## src/rtl/sigmoid_pkg.sv

```systemverilog
// Shared definitions for the sigmoid issue controller and its input buffer.
// Holds the operand geometry, the special-value results returned without
// the core, exception flag bit positions and the controller state type.
package sigmoid_pkg;

  localparam int unsigned EXP_W  = 8;
  localparam int unsigned MANT_W = 24;            // hidden bit included
  localparam int unsigned W      = EXP_W + MANT_W;
  localparam int unsigned RM_W   = 3;
  localparam int unsigned EXC_W  = 5;

  localparam logic [31:0] QNAN = 32'h7FC00000;
  localparam logic [31:0] ONE  = 32'h3F800000;

  // Flag order matches the core: {invalid, infinite, overflow, underflow, inexact}
  localparam int unsigned EXC_INVALID   = 4;
  localparam int unsigned EXC_INFINITE  = 3;
  localparam int unsigned EXC_OVERFLOW  = 2;
  localparam int unsigned EXC_UNDERFLOW = 1;
  localparam int unsigned EXC_INEXACT   = 0;

  typedef enum logic [1:0] {
    IDLE = 2'd0,
    HOLD = 2'd1,
    DONE = 2'd2
  } sig_ctrl_state_t;

endpackage

```

## src/rtl/sigmoid_in_fifo.sv

```systemverilog
// Synchronous FIFO buffering operands ahead of the sigmoid core.
// Ports: push/wdata write, pop/rdata read (rdata shows the head entry),
// full/empty status, count = current occupancy. Push when full and pop
// when empty are ignored. DEPTH must be a power of two so pointers wrap
// naturally modulo DEPTH.
module sigmoid_in_fifo #(
  parameter int unsigned WIDTH = 35,
  parameter int unsigned DEPTH = 4
) (
  input  logic                       clk,
  input  logic                       rst_l,
  input  logic                       push,
  input  logic [WIDTH-1:0]           wdata,
  input  logic                       pop,
  output logic [WIDTH-1:0]           rdata,
  output logic                       full,
  output logic                       empty,
  output logic [$clog2(DEPTH+1)-1:0] count
);

  localparam int unsigned PTR_W = (DEPTH > 1) ? $clog2(DEPTH) : 1;
  localparam int unsigned CNT_W = $clog2(DEPTH + 1);

  logic [WIDTH-1:0] mem [DEPTH];
  logic [PTR_W-1:0] wr_ptr;
  logic [PTR_W-1:0] rd_ptr;
  logic             do_push;
  logic             do_pop;

  assign full    = (count == CNT_W'(DEPTH));
  assign empty   = (count == '0);
  assign do_push = push && !full;
  assign do_pop  = pop && !empty;
  assign rdata   = mem[rd_ptr];

  // Pointers and occupancy; simultaneous push and pop leaves count unchanged
  always_ff @(posedge clk or negedge rst_l) begin
    if (!rst_l) begin
      wr_ptr <= '0;
      rd_ptr <= '0;
      count  <= '0;
    end else begin
      if (do_push) wr_ptr <= wr_ptr + PTR_W'(1);
      if (do_pop)  rd_ptr <= rd_ptr + PTR_W'(1);
      if (do_push && !do_pop)      count <= count + CNT_W'(1);
      else if (do_pop && !do_push) count <= count - CNT_W'(1);
    end
  end

  // Storage is not reset; only entries between the pointers are meaningful
  always_ff @(posedge clk) begin
    if (do_push) mem[wr_ptr] <= wdata;
  end

endmodule

```

## src/rtl/sigmoid_issue_ctrl.sv

```systemverilog
// Valid/ready front end for the multi-cycle sigmoid core, which has no
// handshake of its own. Operands are buffered, issued one at a time with
// core_x held for LATENCY cycles, and results returned in input order.
// NaN and infinity operands skip the core and are resolved locally.
// Ports:
//   clk, rst_l                      clock, async active-low reset
//   in_valid/in_ready/in_x/in_round_mode   operand input (valid/ready)
//   core_x/core_round_mode          registered operand to the core
//   core_sigmoid/core_exceptions    core result, sampled after LATENCY cycles
//   out_valid/out_ready/out_sigmoid/out_exceptions  result output (valid/ready)
module sigmoid_issue_ctrl
  import sigmoid_pkg::*;
#(
  parameter int unsigned exp_width  = EXP_W,
  parameter int unsigned mant_width = MANT_W,
  parameter int unsigned LATENCY    = 32,
  parameter int unsigned FIFO_DEPTH = 4
) (
  input  logic                            clk,
  input  logic                            rst_l,
  input  logic                            in_valid,
  output logic                            in_ready,
  input  logic [exp_width+mant_width-1:0] in_x,
  input  logic [RM_W-1:0]                 in_round_mode,
  output logic [exp_width+mant_width-1:0] core_x,
  output logic [RM_W-1:0]                 core_round_mode,
  input  logic [exp_width+mant_width-1:0] core_sigmoid,
  input  logic [EXC_W-1:0]                core_exceptions,
  output logic                            out_valid,
  input  logic                            out_ready,
  output logic [exp_width+mant_width-1:0] out_sigmoid,
  output logic [EXC_W-1:0]                out_exceptions
);

  localparam int unsigned OW     = exp_width + mant_width;
  localparam int unsigned FW     = OW + RM_W;
  localparam int unsigned CNT_W  = $clog2(LATENCY + 1);
  localparam int unsigned FCNT_W = $clog2(FIFO_DEPTH + 1);

  // Special results in the operand's own format
  localparam logic [OW-1:0] QNAN_L = {1'b0, {exp_width{1'b1}}, 1'b1, {(mant_width-2){1'b0}}};
  localparam logic [OW-1:0] ONE_L  = {2'b00, {(exp_width-1){1'b1}}, {(mant_width-1){1'b0}}};

  sig_ctrl_state_t   state;
  logic [CNT_W-1:0]  count;

  logic [FW-1:0]     fifo_rdata;
  logic              fifo_full;
  logic              fifo_empty;
  logic [FCNT_W-1:0] fifo_count;

  logic [OW-1:0]     head_x;
  logic [RM_W-1:0]   head_rm;
  logic              pop_c;
  logic              head_special_c;
  logic              head_nan_c;
  logic [OW-1:0]     byp_sig_c;
  logic [EXC_W-1:0]  byp_exc_c;

  assign in_ready = !fifo_full;

  sigmoid_in_fifo #(
    .WIDTH (FW),
    .DEPTH (FIFO_DEPTH)
  ) u_in_fifo (
    .clk   (clk),
    .rst_l (rst_l),
    .push  (in_valid),
    .wdata ({in_round_mode, in_x}),
    .pop   (pop_c),
    .rdata (fifo_rdata),
    .full  (fifo_full),
    .empty (fifo_empty),
    .count (fifo_count)
  );

  assign {head_rm, head_x} = fifo_rdata;

  // The FSM takes the next operand when idle, or when the held result is accepted
  assign pop_c = !fifo_empty && ((state == IDLE) || ((state == DONE) && out_ready));

  // Exponent all ones: NaN or infinity, resolved without the core
  assign head_special_c = &head_x[OW-2 -: exp_width];
  assign head_nan_c     = head_special_c && (head_x[mant_width-2:0] != '0);

  // Bypass result; a NaN with the quiet bit clear is signalling and raises invalid
  always_comb begin
    byp_sig_c = '0;
    byp_exc_c = '0;
    if (head_nan_c) begin
      byp_sig_c              = QNAN_L;
      byp_exc_c[EXC_INVALID] = !head_x[mant_width-2];
    end else if (!head_x[OW-1]) begin
      byp_sig_c = ONE_L;
    end
  end

  // Issue FSM: core_x only changes on HOLD entry and stays put for the whole HOLD
  always_ff @(posedge clk or negedge rst_l) begin
    if (!rst_l) begin
      state           <= IDLE;
      count           <= '0;
      core_x          <= '0;
      core_round_mode <= '0;
      out_valid       <= 1'b0;
      out_sigmoid     <= '0;
      out_exceptions  <= '0;
    end else if (pop_c) begin
      if (head_special_c) begin
        state          <= DONE;
        out_valid      <= 1'b1;
        out_sigmoid    <= byp_sig_c;
        out_exceptions <= byp_exc_c;
      end else begin
        state           <= HOLD;
        out_valid       <= 1'b0;
        core_x          <= head_x;
        core_round_mode <= head_rm;
        count           <= CNT_W'(LATENCY - 1);
      end
    end else begin
      unique case (state)
        HOLD: begin
          if (count != '0) begin
            count <= count - CNT_W'(1);
          end else begin
            state          <= DONE;
            out_valid      <= 1'b1;
            out_sigmoid    <= core_sigmoid;
            out_exceptions <= core_exceptions;
          end
        end
        DONE: begin
          if (out_ready) begin
            state     <= IDLE;
            out_valid <= 1'b0;
          end
        end
        default: ;
      endcase
    end
  end

  // Buffer status flags must agree with its occupancy
  assert property (@(posedge clk) disable iff (!rst_l)
                   fifo_full == (fifo_count == FCNT_W'(FIFO_DEPTH)));

endmodule

```

## config.mk

```make
export PLATFORM = sky130hd
export DESIGN_NAME = sigmoid_issue_ctrl
export DESIGN_NICKNAME = d
export VERILOG_FILES = /design/src/rtl/sigmoid_pkg.sv /design/src/rtl/sigmoid_in_fifo.sv /design/src/rtl/sigmoid_issue_ctrl.sv
export SDC_FILE = /design/constraint.sdc
export NUM_CORES = 1
export LEC_CHECK = 0
export CAP_MARGIN = 20
export CORE_UTILIZATION = 60
export CTS_CLUSTER_DIAMETER = 60
export DETAILED_ROUTE_END_ITERATION = 8
export DONT_BUFFER_PORTS = 1
export GPL_TIMING_DRIVEN = 0
export PLACE_DENSITY = 0.78
export SYNTH_ARGS = -nofsm -noshare
export SYNTH_HDL_FRONTEND = slang
export SYNTH_HIERARCHICAL = 1
export SYNTH_SLANG_ARGS = --single-unit
```

## constraint.sdc

```tcl
create_clock -name clk -period 3.25 [get_ports clk]
set_input_delay 0.65 -clock clk [delete_from_list [all_inputs] [get_ports clk]]
set_output_delay 0.65 -clock clk [all_outputs]
set_load 0.01 [all_outputs]
```

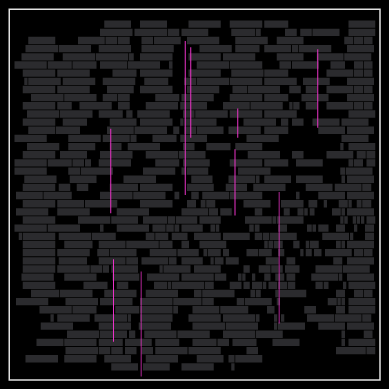
m4.png
(3 px per um) Cells faint in the background.
The layer carries 271 um of wire. 5 nets have wire on it.
Routed WL: 16.2 mm
via count: 4244

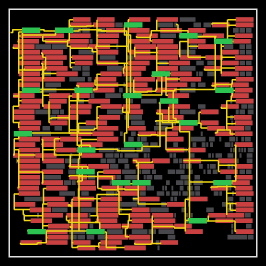
clock_wires.png
(2 px per um)
Key: red = flip-flops [count 227]; green = clock-net drivers [count 22]; yellow = clock wires [length 2280 um]
There are 23 routed clock nets.
clock share of power: 35.9%
Power Clock: 2.37 mW
Layout Skew: 0.00869 ns

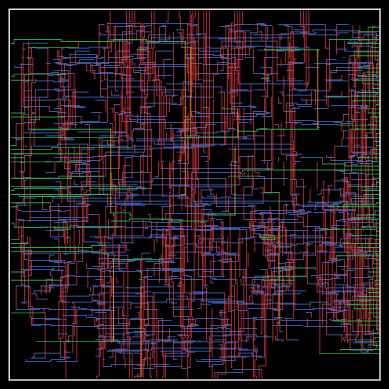
layers.png
(3 px per um)
Key: orange = M4 [wire length 271 um]; blue = M1 [wire length 6230 um]; red = M2 [wire length 8330 um]; green = M3 [wire length 1390 um]
routed len/inst: 23.6 um
global-route usage over all layers: 21.9%

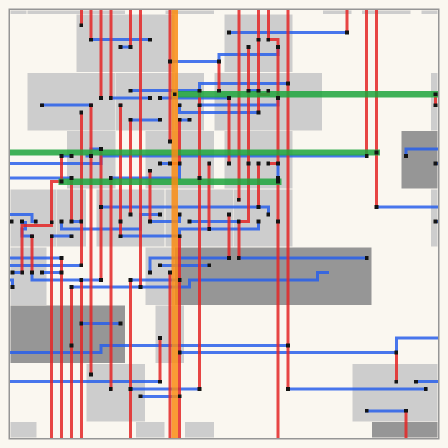
closeup.png
Window x 82 to 102, y 21 to 41 um. Cells in gray, sequential cells in the stronger gray; small squares are vias.
Key: orange = M4; red = M2; blue = M1; green = M3
Sequential cells in the window: 2. Netlist names of flops here include count (1), state (1). 21 logic cells have their middle in the window.

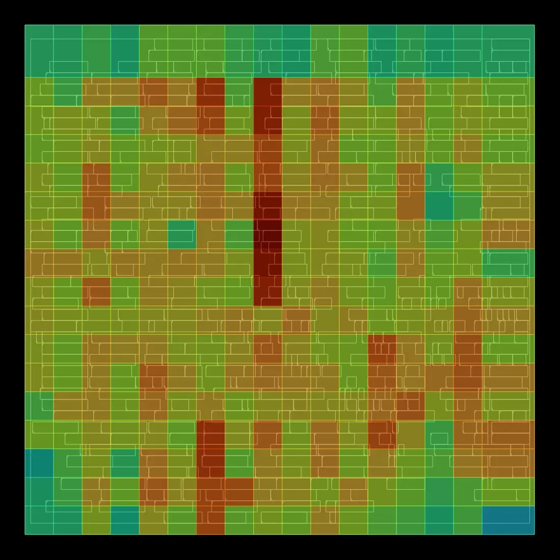
congestion_map.png
grt met3 use: 6.60%
met2 Use GR: 38.8%
GR peak layer: met2
GR Util met1: 26.1%
fin util: 69.6%

==> flow_metrics.env <==
# flow metrics
export IMPL_holdCritPathClass="in -> async"
export IMPL_fmax_ghz=0.359
export IMPL_path_class="reg -> reg"
export IMPL_critPathMostFrequentCell="buf_2"
export IMPL_num_multi_input_gates=201
export IMPL_adder_share_pct=1.22
export IMPL_io_buffers=0
export IMPL_p_leak_nw=3.73
export IMPL_rows=43
export IMPL_drv_cap=0
export IMPL_synth_cell_types=49
export IMPL_logic_family="multiplexers"
export IMPL_maxPowerGroup="registers"
export IMPL_cts_buffers=22
export IMPL_antenna_found_initial=0
export IMPL_lay_top_cells="140 x edfxtp_1, 87 x dfrtp_1, 36 x mux2_2, 28 x mux4_2, 27 x a22o_1"
export IMPL_powerSeq_mw=3.60
export IMPL_yosys_warnings=6
export IMPL_comb_power_mw=0.634
export IMPL_nClkBuffers=36
export IMPL_synth_area_um2=8790
export IMPL_ys_seq_share_pct=72.6
export IMPL_combPwrFrac_pct=9.6
export IMPL_worst_path_max_fanout=10
export IMPL_p_seq_share_pct=54.5
export IMPL_nNonClkInverters=11
export IMPL_ant_nets=0
export IMPL_area_leaders="edfxtp_1 48%, dfrtp_1 25%, mux4_2 7.2%"
export IMPL_fp_nets=545
export IMPL_synthCells=461
export IMPL_critPathArrivalTime_ns=3.16
export IMPL_root_buffer="clkbuf_16"
export IMPL_clock_sinks=227
export IMPL_synth_area_per_cell_um2=19.1
export IMPL_final_hold_viol_count=0
export IMPL_warnings=30
export IMPL_min_period_over_period_pct=85.6
export IMPL_flop_area_um2=6380
export IMPL_ys_cells=461
export IMPL_overflow=0
export IMPL_worst_pin_slew_ns=0.496
export IMPL_grt_first_pass_wirelength_mm=24.2
export IMPL_startpoint="u_in_fifo/rd_ptr[1]"
export IMPL_cpPeakStageDelay_ns=0.36
export IMPL_r2r_slack_ns=0.47
export IMPL_min_period_ns=2.78
export IMPL_cp_buffers_inverters=4
export IMPL_placed_cells=645
export IMPL_cts_resized=0
export IMPL_ff_type="edfxtp_1"
export IMPL_crit_end="core_x[3]"
export IMPL_startpoint_type="flip-flop"
export IMPL_clkLatencyLatePin_ns=0.49
export IMPL_synth_flops=227
export IMPL_required_ns=3.62
export IMPL_drive_above_1_share_pct=25.9
export IMPL_final_nets=574
export IMPL_fp_util_pct=62.4
export IMPL_status="finished, final reports clean"
export IMPL_mux_area_share_pct=14.2
export IMPL_max_slew_margin_pct=66.7
export IMPL_worstPathCellList="buf_2, buf_2, mux4_2, nand4_1, or2_2, buf_6, nand2_2, buf_4, mux2_2"
export IMPL_synth_top_cell_by_count="edfxtp_1"
export IMPL_ys_chip_area_um2=8790
export IMPL_top_area_cell="edfxtp_1"
export IMPL_layout_cells_most_common="edfxtp_1"
export IMPL_coreArea_um2=14100
export IMPL_setup_viol=0
-- metal layers --
metal / up-vias / wire [um] / GRT usage (%)
met5: - / 0 / 0
met4: 0 / 271 / 5.65
met3: 21 / 1390 / 6.60
met2: 170 / 8330 / 38.8
met1: 2170 / 6230 / 26.1
li1: 1883 / - / -
-- flip-flops by register name (all words and copies together) (netlist names) --
| register | flops |
|---|---|
| u_in_fifo/mem | 140 |
| core_x | 32 |
| out_sigmoid | 32 |
| count | 6 |
| out_exceptions | 5 |
| core_round_mode | 3 |
| u_in_fifo/count | 3 |
| state | 2 |
| u_in_fifo/rd_ptr | 2 |
| u_in_fifo/wr_ptr | 2 |
-- repair_timing --
item | 4_1_cts | 5_1_grt
endpoints found under the setup margin | 0 | 0
endpoints found under the hold margin | 87 | 0
buffers inserted | 0 | 0
hold buffers | 1 | 0
Power figures rest on the tool's default switching activity, not on a simulated workload.
